### config.mk
export PLATFORM = sky130hd
export DESIGN_NAME = wb_arbiter
export DESIGN_NICKNAME = d
export VERILOG_FILES = /design/src/rtl/wb_pkg.sv /design/src/rtl/wb_fifo.sv /design/src/rtl/wb_arbiter.sv
export SDC_FILE = /design/constraint.sdc
export NUM_CORES = 1
export LEC_CHECK = 0
export CAP_MARGIN = 20
export CELL_PAD_IN_SITES_DETAIL_PLACEMENT = 1
export CELL_PAD_IN_SITES_GLOBAL_PLACEMENT = 2
export CORE_ASPECT_RATIO = 0.75
export CORE_MARGIN = 5
export CORE_UTILIZATION = 30
export CTS_BUF_LIST = sky130_fd_sc_hd__clkbuf_16
export DETAILED_ROUTE_END_ITERATION = 8
export PLACE_DENSITY_LB_ADDON = 0.1
export SKIP_CTS_REPAIR_TIMING = 1
export SLEW_MARGIN = 40
export SYNTH_ARGS = -nofsm -noshare
export SYNTH_HDL_FRONTEND = slang
export SYNTH_SLANG_ARGS = --single-unit
### constraint.sdc
create_clock -name Clk -period 4.5 [get_ports Clk]
set_clock_uncertainty 0.1 [all_clocks]
set_input_delay 0.9 -clock Clk [delete_from_list [all_inputs] [get_ports Clk]]
set_output_delay 0.9 -clock Clk [all_outputs]
set_load 0.005 [all_outputs]
### src/rtl/wb_pkg.sv
// rtl/wb_pkg.sv - shared widths and the long-latency queue entry type
//
// Purpose: common definitions for the writeback arbiter and its FIFO.
//   REG_ADDR_W : register-file address width
//   DATA_W     : register data width
//   wb_entry_t : one queued long-latency result {rw, data}
package wb_pkg;

  localparam int REG_ADDR_W = 5;
  localparam int DATA_W     = 32;

  typedef struct packed {
    logic [REG_ADDR_W-1:0] rw;
    logic [DATA_W-1:0]     data;
  } wb_entry_t;

endpackage

### src/rtl/wb_fifo.sv
// rtl/wb_fifo.sv - in-order queue of long-latency writeback entries
//
// Purpose: small FIFO of wb_entry_t; push and pop may happen on the same edge.
// Ports:
//   clk, reset       : clock, synchronous active-high reset (empties the queue)
//   push, push_data  : enqueue request and entry (ignored when full)
//   pop              : dequeue request (ignored when empty)
//   head             : entry at the front of the queue
//   full, empty      : registered occupancy flags
module wb_fifo
  import wb_pkg::*;
#(
  parameter int DEPTH = 2
) (
  input  logic      clk,
  input  logic      reset,
  input  logic      push,
  input  wb_entry_t push_data,
  input  logic      pop,
  output wb_entry_t head,
  output logic      full,
  output logic      empty
);

  localparam int AW = (DEPTH > 1) ? $clog2(DEPTH) : 1;
  localparam logic [AW:0] FULL_CNT = (AW + 1)'(DEPTH);

  wb_entry_t     mem [DEPTH];
  logic [AW-1:0] wr_ptr;
  logic [AW-1:0] rd_ptr;
  // One extra bit so that DEPTH entries and zero entries are distinguishable.
  logic [AW:0]   count;
  logic          do_push;
  logic          do_pop;

  assign full    = (count == FULL_CNT);
  assign empty   = (count == '0);
  assign do_push = push && !full;
  assign do_pop  = pop && !empty;
  assign head    = mem[rd_ptr];

  // Pointers wrap naturally because DEPTH is a power of two.
  always_ff @(posedge clk) begin
    if (reset) begin
      wr_ptr <= '0;
      rd_ptr <= '0;
      count  <= '0;
    end else begin
      if (do_push) wr_ptr <= wr_ptr + 1'b1;
      if (do_pop)  rd_ptr <= rd_ptr + 1'b1;
      case ({do_push, do_pop})
        2'b10:   count <= count + 1'b1;
        2'b01:   count <= count - 1'b1;
        default: count <= count;
      endcase
    end
  end

  always_ff @(posedge clk) begin
    if (do_push) mem[wr_ptr] <= push_data;
  end

endmodule

### src/rtl/wb_arbiter.sv
// rtl/wb_arbiter.sv - register-file writeback arbiter (pipeline vs long-latency)
//
// Purpose: drives the single register-file write port. Pipeline results always
// win; queued long-latency results drain when the pipeline is not writing.
// Optional macro WB_SCOREBOARD_EN enables the Busy scoreboard; otherwise Busy = 0.
// Ports:
//   Clk, Reset                  : clock, synchronous active-high reset
//   PipeWr, PipeRw, PipeData    : pipeline writeback request (never stalled)
//   LlValid, LlRw, LlData       : long-latency result, handshaked with LlReady
//   LlReady                     : queue can accept this cycle
//   IssueVal, IssueRw           : long-latency op issued (sets Busy)
//   busW, Rw, RegWr             : registered register-file write port
//   Busy                        : per-register pending-long-latency flags
module wb_arbiter #(
  parameter int DEPTH  = 2,
  parameter int DATA_W = 32
) (
  input  logic                           Clk,
  input  logic                           Reset,
  input  logic                           PipeWr,
  input  logic [wb_pkg::REG_ADDR_W-1:0]  PipeRw,
  input  logic [DATA_W-1:0]              PipeData,
  input  logic                           LlValid,
  input  logic [wb_pkg::REG_ADDR_W-1:0]  LlRw,
  input  logic [DATA_W-1:0]              LlData,
  output logic                           LlReady,
  input  logic                           IssueVal,
  input  logic [wb_pkg::REG_ADDR_W-1:0]  IssueRw,
  output logic [DATA_W-1:0]              busW,
  output logic [wb_pkg::REG_ADDR_W-1:0]  Rw,
  output logic                           RegWr,
  output logic [31:0]                    Busy
);

  import wb_pkg::*;

  wb_entry_t ll_entry;
  wb_entry_t head;
  logic      full;
  logic      empty;
  logic      pipe_go;
  logic      pop;
  logic      push;
  // Marks that the write currently on the port came from the queue, so the
  // scoreboard knows which writes retire a pending register.
  logic      ll_wr;

  assign ll_entry.rw   = LlRw;
  assign ll_entry.data = LlData;

  assign pipe_go = PipeWr && (PipeRw != '0);
  assign pop     = !pipe_go && !empty;
  // Occupancy is registered, so readiness never depends on a same-cycle pop.
  assign LlReady = !full && !Reset;
  assign push    = LlValid && LlReady;

  wb_fifo #(
    .DEPTH(DEPTH)
  ) u_fifo (
    .clk      (Clk),
    .reset    (Reset),
    .push     (push),
    .push_data(ll_entry),
    .pop      (pop),
    .head     (head),
    .full     (full),
    .empty    (empty)
  );

  // Rw/busW hold their last values whenever nothing is written, including
  // dropped register-0 requests.
  always_ff @(posedge Clk) begin
    if (Reset) begin
      RegWr <= 1'b0;
      ll_wr <= 1'b0;
      Rw    <= '0;
      busW  <= '0;
    end else begin
      RegWr <= 1'b0;
      ll_wr <= 1'b0;
      if (pipe_go) begin
        RegWr <= 1'b1;
        Rw    <= PipeRw;
        busW  <= PipeData;
      end else if (pop && (head.rw != '0)) begin
        RegWr <= 1'b1;
        ll_wr <= 1'b1;
        Rw    <= head.rw;
        busW  <= head.data;
      end
    end
  end

`ifdef WB_SCOREBOARD_EN
  logic [31:0] busy_q;
  logic [31:0] busy_next;

  // Clear first, then set, so a same-edge issue to the retiring register wins.
  always_comb begin
    busy_next = busy_q;
    if (RegWr && ll_wr) busy_next[Rw] = 1'b0;
    if (IssueVal && (IssueRw != '0)) busy_next[IssueRw] = 1'b1;
    busy_next[0] = 1'b0;
  end

  always_ff @(posedge Clk) begin
    if (Reset) busy_q <= '0;
    else       busy_q <= busy_next;
  end

  assign Busy = busy_q;
`else
  logic unused_issue;
  assign unused_issue = ^{IssueVal, IssueRw, ll_wr};
  assign Busy = '0;
`endif

endmodule

Fig. 1: clock wires, drivers and flops
Scale bar: 50 um.
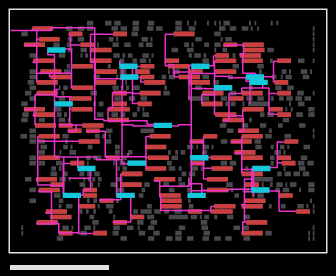
[magenta] clock wires | length: 1680 um
[cyan] cells driving clock nets | count: 17
[red] flip-flops | count: 117
flops lie: spread over the die
routed clock nets: 18
clock network power: 1.35 mW
Clk pwr share: 38.1%
Late-Pin Clk Latency: 0.42 ns

Fig. 2: cell classes on the final placement
Fill, decap, tap and diode cells in grey.
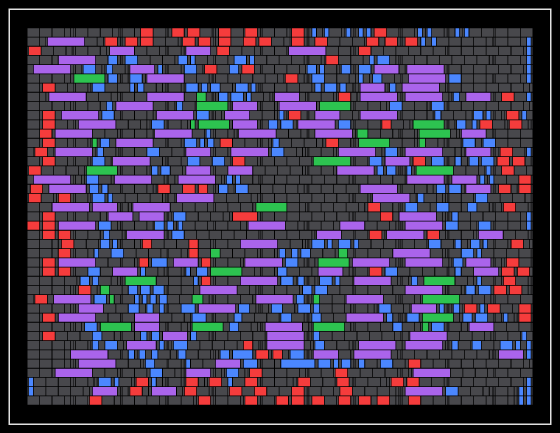
| colour | class | cells | share of their area |
|---|---|---|---|
| red | other buffers and delay cells | 127 | 19% |
| purple | flip-flops | 117 | 46% |
| blue | all other logic | 251 | 26% |
| green | clock drivers and dummy loads | 32 | 8.9% |
Rows: 41
Post-Layout Inst Area: 0.00693 sq mm
register share of the cell area: 44.6%
Layout Utilization: 41.5%

Fig. 3: wiring by layer
Scale bar: 50 um. Two of the layers only.
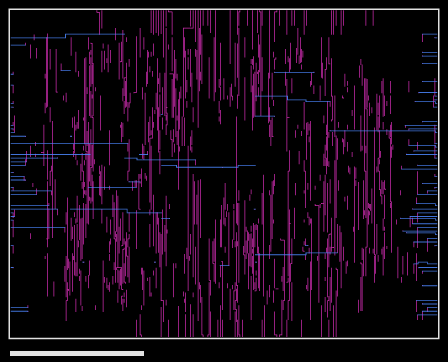
| colour | layer | wire length |
|---|---|---|
| blue | met3 | 828 um |
| magenta | met2 | 6380 um |
All-Layer GR Usage: 14.3%
via count: 3444
DRT Wirelength: 13.6 mm
wire length per cell: 18.3 um

Fig. 4: the clock network
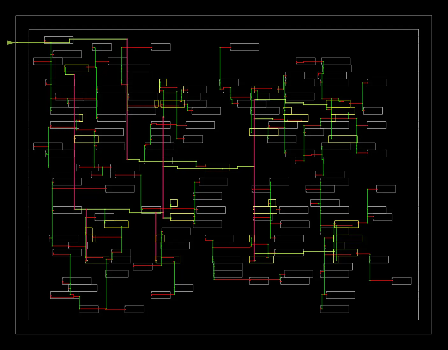
clock buffer count: 17
Flops: 117
Num CTS Buffers: 17

Fig. 5: sequential cells grouped by signal name
Scale bar: 50 um. Other sequential cells in the stronger grey, the rest of the logic in the fainter grey.
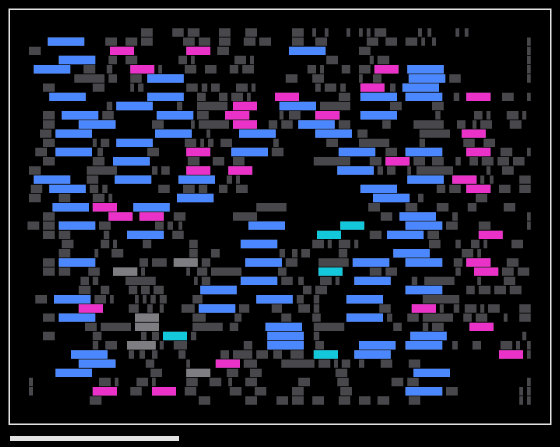
| colour | netlist name | placed flops |
|---|---|---|
| magenta | `busW` | 32 |
| cyan | `Rw` | 5 |
| blue | `u_fifo.mem` | 74 |
Power Sequential: 1.41 mW
Sequential Area: 0.00309 sq mm

-- metal layers --
metal	track usage [%]	vias up	part of all wire (%)
met4	6.02	2	1.8
met3	4.40	21	6.1
met1	18.0	1670	45
met5	0	-	0.13
li1	-	1648	-
met2	22.9	103	47
-- state kept, by name, indices dropped and copies added, names as in the netlist, named ones only --
register,count
u_fifo.rd_ptr,1
busW,32
u_fifo.mem,74
u_fifo.count,2
RegWr,1
Rw,5
u_fifo.wr_ptr,1
-- final cells by class --
cell class,instances,share of cell area [%]
repair buffers,127,18.1
clock buffers,17,6.14
clock inverters,15,2.37
inverters,3,0.163
well taps,215,3.88
flip-flops and latches,117,44.6
multi-input cells,248,24.7
==> results.txt <==
fresh numbers from the pnr run: status=completed, Synth Seq Share=61.2%, combinational fraction of design power=22.0%, total core area=0.0167 sq mm, share of cells above drive strength 1=9.49%, via/cell ratio=4.64, Top logic family=multiplexers, Post-Synth AOI/OAI Area=7.55%, DRT iter0 DRCs=121, WHS=0.360 ns, fraction of registers with async set/reset=0%, total congestion overflow=0, fp_density=30.2%, WHS Endpoint=busW[24], worst setup margin=1.21 ns, max-cap viol count=0, relative slew slack=53.8%, Final setup violation count=0, Slew @ Worst Pin=0.691 ns, post-DP HPWL=8.98 mm, Max stage delay on crit path=0.59 ns, initial antenna violation count=1, Hold Path Cell Cnt=2, RSZ-0062 raised after global routing=false, Yosys Chip Area=0.00504 sq mm, most used cell, CP=clkdlybuf4s50_1, n_diodes=0, max-slew violations=0, Synth Instances=395, Worst setup EP type=output pin
Power figures rest on the tool's default switching activity, not on a simulated workload.
